<file path="config.mk">
export PLATFORM = sky130hd
export DESIGN_NAME = pipe_add_flat
export DESIGN_NICKNAME = d
export VERILOG_FILES = /design/src/rtl/pipe_add_if.sv /design/src/rtl/pipe_add.sv /design/src/flat_wrapper.sv
export SDC_FILE = /design/constraint.sdc
export NUM_CORES = 1
export LEC_CHECK = 0
export ABC_AREA = 0
export CAP_MARGIN = 20
export CORE_MARGIN = 10
export CORE_UTILIZATION = 50
export CTS_CLUSTER_DIAMETER = 200
export CTS_CLUSTER_SIZE = 24
export DETAILED_ROUTE_END_ITERATION = 16
export HOLD_SLACK_MARGIN = 0.08
export PLACE_DENSITY_LB_ADDON = 0.2
export SETUP_SLACK_MARGIN = 0.1
export SYNTH_ARGS = -nofsm -noshare
export SYNTH_HDL_FRONTEND = slang
export SYNTH_SLANG_ARGS = --single-unit
</file>
<file path="constraint.sdc">
create_clock -name clk -period 4.4 [get_ports clk]
set_input_delay 0.66 -clock clk [delete_from_list [all_inputs] [get_ports clk]]
set_output_delay 0.66 -clock clk [all_outputs]
set_load 0.05 [all_outputs]
</file>
<file path="src/rtl/pipe_add_if.sv">
// Handshake and operand/result bundle for the chunked pipelined adder.
// The producer side uses master; the adder itself uses slave.
interface pipe_add_if #(
    parameter int WIDTH = 16
);
    logic             in_valid;
    logic             in_ready;
    logic [WIDTH-1:0] a;
    logic [WIDTH-1:0] b;
    logic             cin;
    logic             sub;
    logic             out_valid;
    logic             out_ready;
    logic [WIDTH-1:0] sum;
    logic             cout;
    logic             ovf;
    logic             zr;
    logic             ng;

    modport master (
        output in_valid, a, b, cin, sub, out_ready,
        input  in_ready, out_valid, sum, cout, ovf, zr, ng
    );

    modport slave (
        input  in_valid, a, b, cin, sub, out_ready,
        output in_ready, out_valid, sum, cout, ovf, zr, ng
    );
endinterface

</file>
<file path="src/rtl/pipe_add.sv">
// Carry-chunked pipelined adder/subtractor: one CHUNK-bit slice per stage,
// latency WIDTH/CHUNK, with a single global stall driven by the output handshake.
module pipe_add #(
    parameter int WIDTH = 16,
    parameter int CHUNK = 4
) (
    input logic       clk,
    input logic       reset_n,
    pipe_add_if.slave bus
);
    localparam int STAGES = WIDTH / CHUNK;

    if (CHUNK < 1 || WIDTH < 1 || WIDTH > 64 || (WIDTH % CHUNK) != 0) begin : g_bad_params
        $error("pipe_add: WIDTH must be 1..64 and a multiple of CHUNK");
    end

    logic             advance;
    logic [WIDTH-1:0] eff_b;
    logic             eff_c;

    assign advance      = !bus.out_valid || bus.out_ready;
    assign bus.in_ready = advance;
    assign eff_b        = bus.sub ? ~bus.b : bus.b;
    assign eff_c        = bus.sub ? 1'b1 : bus.cin;

    // Each stage holds only what is still needed: the unprocessed upper operand
    // bits and the completed lower sum bits, so register widths shrink/grow per stage.
    genvar gi;
    for (gi = 0; gi < STAGES; gi++) begin : g_stage
        localparam int LO      = gi * CHUNK;
        localparam int REM_IN  = WIDTH - LO;
        localparam int REM_OUT = REM_IN - CHUNK;

        logic [REM_IN-1:0]     a_in;
        logic [REM_IN-1:0]     b_in;
        logic                  c_in;
        logic                  v_in;
        logic [CHUNK:0]        part;
        logic [LO+CHUNK-1:0]   sum_d;
        logic [LO+CHUNK-1:0]   sum_q;
        logic                  valid_q;
        logic                  carry_q;

        if (gi == 0) begin : g_src
            assign a_in  = bus.a;
            assign b_in  = eff_b;
            assign c_in  = eff_c;
            assign v_in  = bus.in_valid;
            assign sum_d = part[CHUNK-1:0];
        end else begin : g_src
            assign a_in  = g_stage[gi-1].g_fwd.a_q;
            assign b_in  = g_stage[gi-1].g_fwd.b_q;
            assign c_in  = g_stage[gi-1].carry_q;
            assign v_in  = g_stage[gi-1].valid_q;
            assign sum_d = {part[CHUNK-1:0], g_stage[gi-1].sum_q};
        end

        assign part = {1'b0, a_in[CHUNK-1:0]} + {1'b0, b_in[CHUNK-1:0]} + {{CHUNK{1'b0}}, c_in};

        always_ff @(posedge clk) begin
            if (!reset_n) begin
                valid_q <= 1'b0;
                carry_q <= 1'b0;
                sum_q   <= '0;
            end else if (advance) begin
                valid_q <= v_in;
                carry_q <= part[CHUNK];
                sum_q   <= sum_d;
            end
        end

        if (REM_OUT > 0) begin : g_fwd
            logic [REM_OUT-1:0] a_q;
            logic [REM_OUT-1:0] b_q;

            always_ff @(posedge clk) begin
                if (!reset_n) begin
                    a_q <= '0;
                    b_q <= '0;
                end else if (advance) begin
                    a_q <= a_in[REM_IN-1:CHUNK];
                    b_q <= b_in[REM_IN-1:CHUNK];
                end
            end
        end

        if (gi == STAGES - 1) begin : g_last
            logic ovf_q;
            logic zr_q;
            logic ng_q;

            // The top slice still carries the operand MSBs, so the flags are
            // resolved here on the same edge the final sum chunk is captured.
            always_ff @(posedge clk) begin
                if (!reset_n) begin
                    ovf_q <= 1'b0;
                    zr_q  <= 1'b0;
                    ng_q  <= 1'b0;
                end else if (advance) begin
                    ovf_q <= (a_in[REM_IN-1] == b_in[REM_IN-1]) && (part[CHUNK-1] != a_in[REM_IN-1]);
                    zr_q  <= (sum_d == '0);
                    ng_q  <= part[CHUNK-1];
                end
            end

            assign bus.out_valid = valid_q;
            assign bus.sum       = sum_q;
            assign bus.cout      = carry_q;
            assign bus.ovf       = ovf_q;
            assign bus.zr        = zr_q;
            assign bus.ng        = ng_q;
        end
    end
endmodule

</file>
<file path="src/flat_wrapper.sv">
// flat-port wrapper written by rule: the top's interface ports become plain ports
module pipe_add_flat 
#(
    parameter int WIDTH = 16,
    parameter int CHUNK = 4
)
  (clk, reset_n, bus_in_valid, bus_a, bus_b, bus_cin, bus_sub, bus_out_ready, bus_in_ready, bus_out_valid, bus_sum, bus_cout, bus_ovf, bus_zr, bus_ng);
  pipe_add_if #(.WIDTH(WIDTH)) bus_i ();
  input logic clk;
  input logic reset_n;
  input wire logic [$bits(bus_i.in_valid)-1:0] bus_in_valid;
  input wire logic [$bits(bus_i.a)-1:0] bus_a;
  input wire logic [$bits(bus_i.b)-1:0] bus_b;
  input wire logic [$bits(bus_i.cin)-1:0] bus_cin;
  input wire logic [$bits(bus_i.sub)-1:0] bus_sub;
  input wire logic [$bits(bus_i.out_ready)-1:0] bus_out_ready;
  output wire logic [$bits(bus_i.in_ready)-1:0] bus_in_ready;
  output wire logic [$bits(bus_i.out_valid)-1:0] bus_out_valid;
  output wire logic [$bits(bus_i.sum)-1:0] bus_sum;
  output wire logic [$bits(bus_i.cout)-1:0] bus_cout;
  output wire logic [$bits(bus_i.ovf)-1:0] bus_ovf;
  output wire logic [$bits(bus_i.zr)-1:0] bus_zr;
  output wire logic [$bits(bus_i.ng)-1:0] bus_ng;
  assign bus_i.in_valid = bus_in_valid;
  assign bus_i.a = bus_a;
  assign bus_i.b = bus_b;
  assign bus_i.cin = bus_cin;
  assign bus_i.sub = bus_sub;
  assign bus_i.out_ready = bus_out_ready;
  assign bus_in_ready = bus_i.in_ready;
  assign bus_out_valid = bus_i.out_valid;
  assign bus_sum = bus_i.sum;
  assign bus_cout = bus_i.cout;
  assign bus_ovf = bus_i.ovf;
  assign bus_zr = bus_i.zr;
  assign bus_ng = bus_i.ng;
  pipe_add #(.WIDTH(WIDTH), .CHUNK(CHUNK)) u_core (.clk(clk), .reset_n(reset_n), .bus(bus_i));
endmodule
</file>
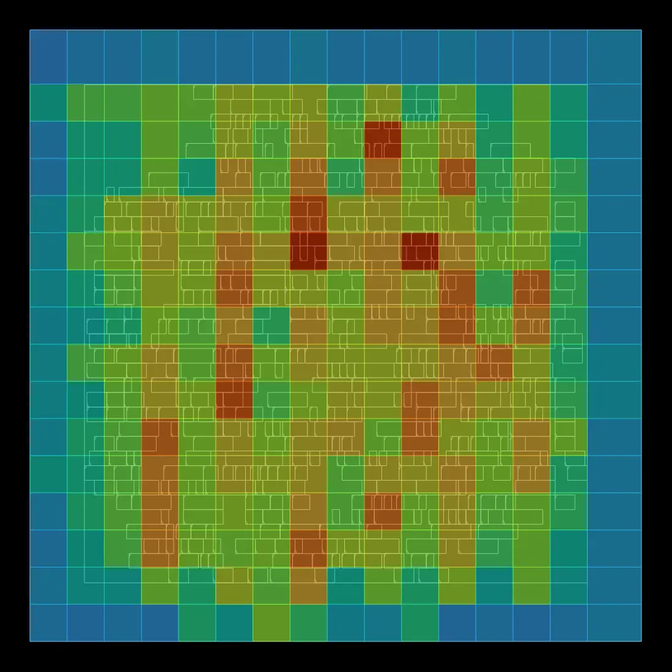
*Routing congestion, run 1*
final standard cell utilization of the core: 58.79%
global routing usage on met1: 17.37%

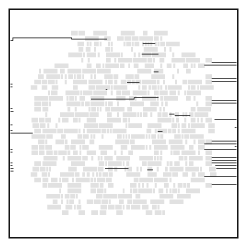
*The metal 3 layer, run 1*
(2 px per um) Cells faint in the background.
longest straight run = 29.4 um
main direction = horizontal
share of all routed wire = 4.4%

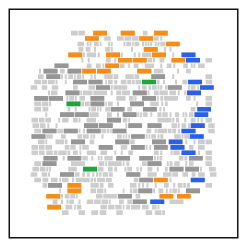
*Sequential cells coloured by netlist name, run 1*
(2 px per um) Other sequential cells in the stronger grey, the rest of the logic in the fainter grey.
u_core.g_stage.g_fwd.a_q -> orange  # placed flops 24
u_core.g_stage.carry_q -> green  # placed flops 3
u_core.bus.sum -> blue  # placed flops 15, where middle right
not coloured = 56

[run 1: metal layers]
layer / up-vias / global-route usage [%]
met3: 7 / 3.150
met4: 0 / 4.315
li1: 1683 / -
met5: - / 0
met2: 49 / 20.85
met1: 1514 / 17.37
[run 1: flip-flops by register name (all words and copies together) (netlist names)]
name / cells
u_core.g_stage.valid_q: 3
u_core.bus.out_valid: 1
u_core.bus.zr: 1
u_core.g_stage.sum_q: 24
u_core.g_stage.carry_q: 3
u_core.g_stage.g_fwd.a_q: 24
u_core.bus.ng: 1
u_core.bus.ovf: 1
u_core.bus.sum: 15
u_core.g_stage.g_fwd.b_q: 24
u_core.bus.cout: 1
[run 1: worst paths after layout]
path / depth (start not counted) / end
max: 4 / bus_in_ready
min: 2 / u_core.g_stage[2].sum_q[4]$_SDFFE_PN0P_
max reg2reg: 7 / u_core.bus.zr$_SDFFE_PN0P_
min reg2reg: 2 / u_core.g_stage[2].sum_q[4]$_SDFFE_PN0P_
[run 1: stage by stage]
| stage | instance area (um^2) | cells | setup WS (ns) |
|---|---|---|---|
| finish | 5077 | 636 | 1.812 |
| detailed placement | 4867 | 619 | 1.633 |
| global placement | 4867 | 619 | 1.717 |
| global route | 5077 | 636 | 1.722 |
| CTS | 5057 | 635 | 1.794 |
| floorplan | 4375 | 485 | 2.112 |
[run 1: power breakdown]
part / internal (W) / leakage [nW] / switching [W]
sequential: 0.000945 / 0.806 / 0.0000371
clock: 0.000239 / 0.0955 / 0.000303
combinational: 0.000127 / 1.21 / 0.000127
[run 1: critical path, stage by stage]
cell                              delay [ns]
sky130_fd_sc_hd__clkdlybuf4s50_1        0.51
sky130_fd_sc_hd__nor2b_4                0.06
sky130_fd_sc_hd__inv_4                  0.38
sky130_fd_sc_hd__buf_4                  0.30
==> notes.org, run 1 <==
#+TITLE: Implementation results

** Cells and area
- Dominant logic cell type in the layout :: sky130_fd_sc_hd__nand2_1
- For this run, the script counts the antenna cells in the layout as 0.
- The design has 98 sequential cells.
- The final design was reported to hold multi-input combinational gates totalling between 300 and 400.
- Most common logic cells in the final layout :: sky130_fd_sc_hd__nand2_1 (160), sky130_fd_sc_hd__dfxtp_1 (98), sky130_fd_sc_hd__clkdlybuf4s50_1 (57), sky130_fd_sc_hd__a21boi_0 (35), sky130_fd_sc_hd__a21boi_1 (34)
- Count of filler cells inserted in the layout :: 772
- Summing all flip-flop and latch instances after layout gives around 2000 um^2.
- The layout report gives the multi-input gate share of total cell area as 41.77%.

** Placement
- Count of buffers from port buffering :: 59
- DP HPWL :: about 5800 um
- After its last routability iteration, the placer logged a weighted congestion of 0.8447.

** Synthesis
- The synthesis run shows the most used standard cells to be sky130_fd_sc_hd__nand2_1 (160), sky130_fd_sc_hd__dfxtp_1 (98), sky130_fd_sc_hd__a21boi_0 (35).
- For reference, the top cells by area after synthesis are sky130_fd_sc_hd__dfxtp_1 (45%), sky130_fd_sc_hd__nand2_1 (14%), sky130_fd_sc_hd__a21boi_0 (6.0%).
- Total cell area reported by yosys after synthesis :: 4375 um^2
- The largest total area in the synthesized netlist belongs to sky130_fd_sc_hd__dfxtp_1.
- Xor and xnor area share after synthesis :: under 10%
- Synthesis produced between 400 and 500 cells.
- Yosys Warn Count :: 0
- The most frequently used library cell after synthesis is sky130_fd_sc_hd__nand2_1.
- Post-synthesis instance area :: 4375 um^2
- Per the synth stats, the proportion of register bits with asynchronous set or reset is 0%.
- Net count of the mapped netlist :: 543
- And-or/or-and share of the synthesized area :: between 15 and 20%
- The synthesized design devotes to its leading area cell type between 40 and 50% of total area.
- Number of enable-type register cells in the synthesized netlist :: 0

** Detailed routing
- Per the detail_route log, met3 wirelength is 369 um.
- Post-route ant nets :: 0
- Total Routed Length :: roughly 8400 um
- Total via count after detailed routing :: 3253
- Metal2 WL :: 3806 um
- In the per-layer breakdown of the detailed-route log, met1 shows around 4100 um.
- Uppermost signal routing layer after detailed routing :: met4
- DR DRC count :: 0
- First drt pass iteration count :: 5

** Timing
- Crit share post-route :: 58.83%
- Actual slew at the worst max-slew pin :: around 0.74 ns
- On the final layout, the worst hold slack is 0.4516 ns.
- Worst Clk Skew :: 0.01242 ns
- Total negative slack :: 0 ns
- Endpoints with negative setup slack in the final report add up to 0.
- The worst path needs ~2.6 ns of the cycle, external delays included.
- Slew Limit Headroom :: around half
- Hold-check failures listed in the final report amount to 0.

** Power and ir drop
- Sum of internal, switching and leakage power :: between 0.0015 and 0.002 W
- Worst-case vdd ir drop :: around 150 uV
- For this design the static power due to leakage is 2.110 nW.
- PwrDens :: 350.3 nW/um^2

** Floorplanning
- Top-level port count :: 60
- According to the floorplan report, the placeable core area is approximately 8600 um^2.
- Core Util at FP :: 50.67%
- Chip area :: 12890 um^2

** Clock tree
- Post-CTS setup buffers :: 0
- Clock tree from TritonCTS :: done
- Worst-Skew Late Latency :: around 0.35 ns
- Cell at the root of the clock tree :: sky130_fd_sc_hd__clkbuf_8
- The H-tree was split into 3 levels.

** Worst hold path
- In this run the most critical hold path is launched from u_core.g_stage[1].sum_q[4]$_SDFFE_PN0P_.
- Path type of the worst min-delay path :: flop to flop

** Critical path
- The worst setup path is captured at an output port.
- Crit path from :: bus_out_ready
- Setup slack, reg-to-reg :: 2.37 ns
- The worst setup path is of the input port to output port kind.
- Crit path launch type :: input port
- Of all nets on the critical path, the largest fanout is roughly 59.

** Job
- The report counts max-capacitance violations totalling 0.

** GRT
- Largest net degree at the start of global routing :: 77
- First-pass GRT wire length :: 14460 um
- The number of antenna violations at the first check in global routing was 0.
- GRT Total Usage :: 13.22%

** Run status
- Run status :: complete, no violations
## Run 2: what changed since run 1
==> constraint.sdc (replaced) <==
create_clock -name clk -period 2.6 [get_ports clk]
set_input_delay 0.39 -clock clk [delete_from_list [all_inputs] [get_ports clk]]
set_output_delay 0.39 -clock clk [all_outputs]
set_load 0.05 [all_outputs]
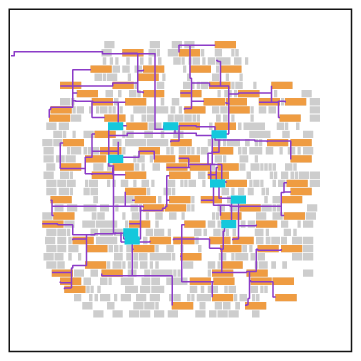
*Clock distribution, run 2*
(3 px per um)
flip-flops -> orange  # count 98
clock wires -> purple  # length 1060 um
cells driving clock nets -> cyan  # count 9
routed clock nets = 10

==> notes.org, run 2 <==
#+TITLE: Implementation results

** Run status
- Run status :: complete, no violations

** Synthesis
- Cell types with the highest counts after synthesis :: sky130_fd_sc_hd__nand2_1 (160), sky130_fd_sc_hd__dfxtp_1 (98), sky130_fd_sc_hd__a21boi_0 (35)
- Yosys Warn Count :: 0 (unchanged)
- The total cell area reported by yosys after synthesis was 4375 um^2 (unchanged).
- The proportion of synthesized flip-flops having asynchronous set or reset is 0% (unchanged).
- The number of flops mapped to enable cells by yosys is 0 (unchanged).
- The synthesized netlist devotes 17.07% of its cell area to simple gates.
- Of all cell types, the one taking the most synthesized area is sky130_fd_sc_hd__dfxtp_1.
- The area fraction in compound gates was 19.90% (unchanged).
- Post-synthesis instance total :: 485 (unchanged)
- Library cell with the highest instance count after synthesis :: sky130_fd_sc_hd__nand2_1
- Xor and xnor area share after synthesis :: 4.404% (unchanged)
- Post-synthesis instance area :: 4375 um^2 (unchanged)
- Top cell area share :: 44.84% (unchanged)
- Yosys attributes the largest share of cell area to sky130_fd_sc_hd__dfxtp_1 (45%), sky130_fd_sc_hd__nand2_1 (14%), sky130_fd_sc_hd__a21boi_0 (6.0%).
- Net count of the mapped netlist :: 543 (unchanged)
- The share of the Yosys chip area taken by registers is 44.84%.

** Critical path
- The capture point of the critical path was reported as u_core.bus.zr$_SDFFE_PN0P_.
- STA classifies the critical path endpoint as a flop.
- For the worst reg-to-reg path, the startpoint reported by OpenROAD is u_core.g_stage[2].g_fwd.b_q[0]$_SDFFE_PN0P_.
- STA classifies the critical path startpoint as a flop.
- The reg-to-reg setup timing slack was 0.57 ns (-1.80 ns).
- The worst register-to-register path ends at u_core.bus.zr$_SDFFE_PN0P_.
- Number of buffers and inverters on the critical path :: 1 (-2)
- Crit path from :: u_core.g_stage[2].g_fwd.b_q[0]$_SDFFE_PN0P_
- Among the stages of the critical path, the cell type that occurs most often is sky130_fd_sc_hd__fa_1.
- The worst setup path is of the flop to flop kind.
- The slowest stage of the critical path is the sky130_fd_sc_hd__fa_1 cell.
- Critical path data required time :: between 2 and 3 ns
- Delay of the slowest cell on the worst path :: 0.54 ns (+0.03 ns)
- Worst Reg-to-Reg Cells :: 7 (unchanged)
- For reference, the critical path cell chain is inv_1 -> fa_1 -> fa_1 -> nand2_1 -> nor3_1 -> nand4_1 -> o31ai_1.
- CP Depth :: 7 (+3)
- Per STA, the worst path accumulates the most delay in the family adder cells.
- The maximum fanout encountered on the critical timing path is 2 (-97%).

** GRT
- GRT Total Usage :: 13.18% (-0.041 points)
- Antenna violations before repair :: 0 (unchanged)
- Largest net degree at the start of global routing :: 77 (unchanged)
- The first-pass GRT wire length was 14550 um (+0.67%).

** Floorplanning
- Core Util at FP :: 50.67% (unchanged)
- The number of placed I/O pins came to 60 (unchanged).
- Chip area :: 12890 um^2 (unchanged)
- The core area came to 8636 um^2 (unchanged).

** Power and ir drop
- The maximum VDD drop was 288.7 uV (+95%).
- LEAKAGE :: 2.119 nW (+0.40%)
- The post-route total power is 0.003006 W (+69%).
- The power per standard cell area is 590.9 nW/um^2 (+69%).

** Timing
- Crit share post-route :: 78.05%
- # setup viols final :: 0 (unchanged)
- The slew of the pin with the lowest slew margin is 0.7648 ns (+0.02309 ns).
- Worst Clk Skew :: 0.01398 ns (+0.001563 ns)
- Hold Vio Cnt, Final :: 0 (unchanged)
- Final worst path period need :: between 2 and 2.5 ns
- The total negative setup slack was 0 ns (unchanged).
- Slew Limit Headroom :: 49.01% (-1.5 points)
- Tightest hold margin :: 0.4536 ns (+0.001974 ns)

** Placement
- DP HPWL :: 5971 um (+3.3%)
- Placement-stage cell area :: 4902 um^2 (+0.72%)
- Count of buffers from port buffering :: 59 (unchanged)
- Gpl congestion :: 0.8717 (+3.2%)

** Clock tree
- The insertion delay at the late pin of the worst-skew pair is 0.35 ns (about the same).
- The post-CTS setup buffer count was 0 (unchanged).
- Cell at the root of the clock tree :: sky130_fd_sc_hd__clkbuf_8
- Number of H-tree levels :: 3 (unchanged)
- Clock tree from TritonCTS :: done
- Total CTS buffers :: 9

** Detailed routing
- The routed wire length was 8406 um (+0.13%).
- The post-route DRC violation count is 0 (unchanged).
- The number of detailed-routing iterations run before antenna repair was 4 (-1).
- Total via count after detailed routing :: 3287 (+1.0%)
- Post-route ant nets :: 0 (unchanged)
- For this sky-water flow run, the detailed-routed wirelength per cell is reported as 13.18 um.

** Cells and area
- Layout area overhead :: 16.27%
- The final design instance area without fill is 5087 um^2 (+0.20%).
- Biggest registers after layout :: u_core.g_stage.g_fwd.a_q: 24 flops, u_core.g_stage.g_fwd.b_q: 24 flops, u_core.g_stage.sum_q: 24 flops
- Number of antenna repair diodes :: 0 (unchanged)
- Dominant logic cell type in the layout :: sky130_fd_sc_hd__nand2_1
- The library cells used most frequently in the layout, excluding fill and tap cells, are sky130_fd_sc_hd__nand2_1 (160), sky130_fd_sc_hd__dfxtp_1 (98), sky130_fd_sc_hd__clkdlybuf4s50_1 (57), sky130_fd_sc_hd__a21boi_0 (35), sky130_fd_sc_hd__a21boi_1 (34).

** Worst hold path
- Path type of the worst min-delay path :: flop to flop
- The number of instances on the worst hold path was 2 (unchanged).
- Critical hold path startpoint :: u_core.bus.sum[7]$_SDFFE_PN0P_
- Hold Path Sink :: u_core.bus.sum[7]$_SDFFE_PN0P_

** Job
- Total of max-cap violations :: 0 (unchanged)
[run 2: power breakdown]
group | total, W | switching (W) | internal [W]
registers | 0.00166 | 0.0000635 | 0.00160
logic | 0.000425 | 0.000211 | 0.000214
clock network | 0.000918 | 0.000533 | 0.000385
[run 2: cell type report]
class / count / area (um^2)
clock buffers: 10 / 137.6
clock inverters: 6 / 47.55
fillers: 801 / 3548
inverters: 9 / 36.28
multi-input cells: 341 / 2121
flip-flops and latches: 98 / 1962
well taps: 108 / 135.1
repair buffers: 66 / 648.1
[run 2: layer usage]
layer | global-route usage (%) | vias up | part of all wire [%]
li1 | - | 1688 | -
met1 | 17.29 | 1533 | 49
met2 | 21.23 | 62 | 46
met3 | 3.097 | 4 | 4.8
met4 | 3.469 | 0 | 0.56
met5 | 0 | - | 0
[run 2: worst min-delay path, cell delays in order (launching register included)]
cell                       delay (ns)
sky130_fd_sc_hd__dfxtp_1         0.32
sky130_fd_sc_hd__nand2_1         0.05
sky130_fd_sc_hd__a21boi_1        0.05
[run 2: kinds of logic (layout without fill, tap and decap cells)]
family | Yosys count | after routing
AND/OR/NAND/NOR | 184 | 184
buffers and inverters | 46 | 91
adder cells (fa/ha/maj) | 20 | 20
flip-flops | 98 | 98
AND-OR/OR-AND | 115 | 115
XOR/XNOR | 22 | 22
[run 2: through the flow]
step / utilization [%] / instances / setup slack, ns
detailed placement: 56.77 / 622 / 0.2300
finish: 58.91 / 638 / 0.5708
floorplan: - / 485 / 0.5823
CTS: 58.91 / 638 / 0.5472
global route: 58.91 / 638 / 0.4166
global placement: 56.77 / 622 / 0.2967
## Run 3: what changed since run 2
==> constraint.sdc (replaced) <==
create_clock -name clk -period 2 [get_ports clk]
set_input_delay 0.3 -clock clk [delete_from_list [all_inputs] [get_ports clk]]
set_output_delay 0.3 -clock clk [all_outputs]
set_load 0.05 [all_outputs]
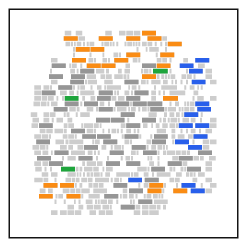
*Sequential cells coloured by netlist name, run 3*
(2 px per um) Other sequential cells in the stronger grey, the rest of the logic in the fainter grey.
u_core.g_stage.g_fwd.a_q -> orange  # placed flops 24
u_core.bus.sum -> blue  # placed flops 15
u_core.g_stage.carry_q -> green  # placed flops 3
not coloured = 56

==> notes.org, run 3 <==
#+TITLE: Implementation results

** Timing
- Total negative slack :: 0 ns (unchanged)
- The fraction of the cycle the final worst path needs came to 96.93% (+19 points).
- Worst-case setup margin in the final layout :: 0.06150 ns (-0.5093 ns)
- Hold Vio Cnt, Final :: 0 (unchanged)
- The worst clock skew is 0.01053 ns (-0.003452 ns).
- The worst hold slack came to 0.3769 ns (-0.07663 ns).
- # setup viols final :: 0 (unchanged)
- Slew Limit Headroom :: 65.63% (+17 points)

** Clock tree
- The tree is rooted in a sky130_fd_sc_hd__clkbuf_8.
- The number of levels the H-tree was split into is 3 (unchanged).
- Clock tree from TritonCTS :: done

** Critical path
- Looking at the critical path, the single cell with the biggest stage delay is sky130_fd_sc_hd__fa_2.
- The report lists the cells along the critical path as inv_2 -> fa_2 -> fa_2 -> nand2_2 -> nor3_2 -> nand4_1 -> o31ai_1.
- The critical path's largest stage delay came to 0.57 ns (+0.03 ns).
- Most frequent cell on the critical path :: sky130_fd_sc_hd__fa_2
- Nature of the critical path endpoint :: flop
- Crit path launch type :: flop
- WS Path Type :: flop to flop
- Critical path data required time :: 2.28 ns (-0.58 ns)

** Synthesis
- Summed over all instances, the cell type with the most area after synthesis is sky130_fd_sc_hd__dfxtp_1.
- The number of flops mapped to enable cells by yosys came to 0 (unchanged).
- The synthesized instance count is 485 (unchanged).
- Ys async rst share :: 0% (unchanged)
- Seq/Total Area, Yosys :: 44.84% (unchanged)
- Cell types with the highest counts after synthesis :: sky130_fd_sc_hd__nand2_1 (160), sky130_fd_sc_hd__dfxtp_1 (98), sky130_fd_sc_hd__a21boi_0 (35)
- The synthesized area is 4375 um^2 (unchanged).
- Library cell with the highest instance count after synthesis :: sky130_fd_sc_hd__nand2_1
- Top cell area share :: 44.84% (unchanged)
- Top cells by area :: sky130_fd_sc_hd__dfxtp_1 (45%), sky130_fd_sc_hd__nand2_1 (14%), sky130_fd_sc_hd__a21boi_0 (6.0%)

** Cells and area
- Final non-filler cell total :: 644 (+0.94%)
- The final cell utilization of the core is 59.87% (+0.96 points).
- Leaving out fill and tap cells, the most frequent cell in the layout is sky130_fd_sc_hd__nand2_1.
- Post-route cell area :: 5170 um^2 (+1.6%)

** Detailed routing
- The per-cell routed wire length is 13.33 um (+1.2%).
- First drt pass iteration count :: 4 (unchanged)
- The vias after detailed routing came to 3306 (+0.58%).

** Floorplanning
- The core area came to 8636 um^2 (unchanged).
- Core Util at FP :: 50.67% (unchanged)
- Chip area :: 12890 um^2 (unchanged)

** GRT
- The number of antenna violations at the first check in global routing was 0 (unchanged).
- First-pass GRT wire length :: 14810 um (+1.8%)
- GRT Total Usage :: 13.48% (+0.30 points)

** Run status
- The run finished with clean final reports.

** Worst hold path
- Path type of the worst min-delay path :: input port to flop

** Power and ir drop
- LEAKAGE :: 2.171 nW (+2.5%)

** Job
- Total of max-cap violations :: 0 (unchanged)

** Placement
- The cell area after placement is 4957 um^2 (+1.1%).
- Gpl congestion :: 0.8624 (-1.1%)
-- run 3: cell counts after synthesis --
No cell type changed its count.
-- run 3: final cells by class --
class	count	area (um^2)	share of cell area (%)
Tap cell	108	135.1	2.614
Clock buffer	12	145.1	2.807
Multi-Input combinational cell	341	2141	41.41
Inverter	9	36.28	0.7018
Timing Repair Buffer	72	720.7	13.94
Sequential cell	98	1966	38.02
Clock inverter	4	26.28	0.5082
-- run 3: cells by family after synthesis --
group           after synthesis  synth area share, %
fa+ha+maj                    20                7.092
simple gates                184                17.07
buf+inv                      46                6.692
compound gates              115                19.90
flops                        98                44.84
xor+xnor                     22                4.404
-- run 3: repair_timing --
action	4_1_cts	5_1_grt
pin swaps	0	4
endpoints found under the setup margin	1	5
setup buffers	0	3
gates resized	1	8
-- run 3: power by group --
part	internal, W	switching, W
clock network	0.000488	0.000655
logic	0.000288	0.000280
registers	0.00208	0.0000836
total	0.00286	0.00102
-- run 3: final timing paths --
kind	slack, ns	start	end
hold reg to reg	0.45	u_core.g_stage[1].sum_q[4]$_SDFFE_PN0P_	u_core.g_stage[2].sum_q[4]$_SDFFE_PN0P_
setup reg to reg	0.06	u_core.g_stage[2].carry_q$_SDFFE_PN0P_	u_core.bus.zr$_SDFFE_PN0P_
hold / removal	0.38	reset_n	u_core.g_stage[0].sum_q[2]$_SDFFE_PN0P_
setup / recovery	0.06	u_core.g_stage[2].carry_q$_SDFFE_PN0P_	u_core.bus.zr$_SDFFE_PN0P_
-- run 3: metal layers --
metal | global-route usage (%) | vias up | part of all wire, %
li1 | - | 1697 | -
met1 | 17.16 | 1534 | 47
met2 | 21.61 | 62 | 46
met3 | 3.150 | 13 | 5.2
met4 | 5.161 | 0 | 1.3
met5 | 0 | - | 0
Power and IR drop assume default switching activity.
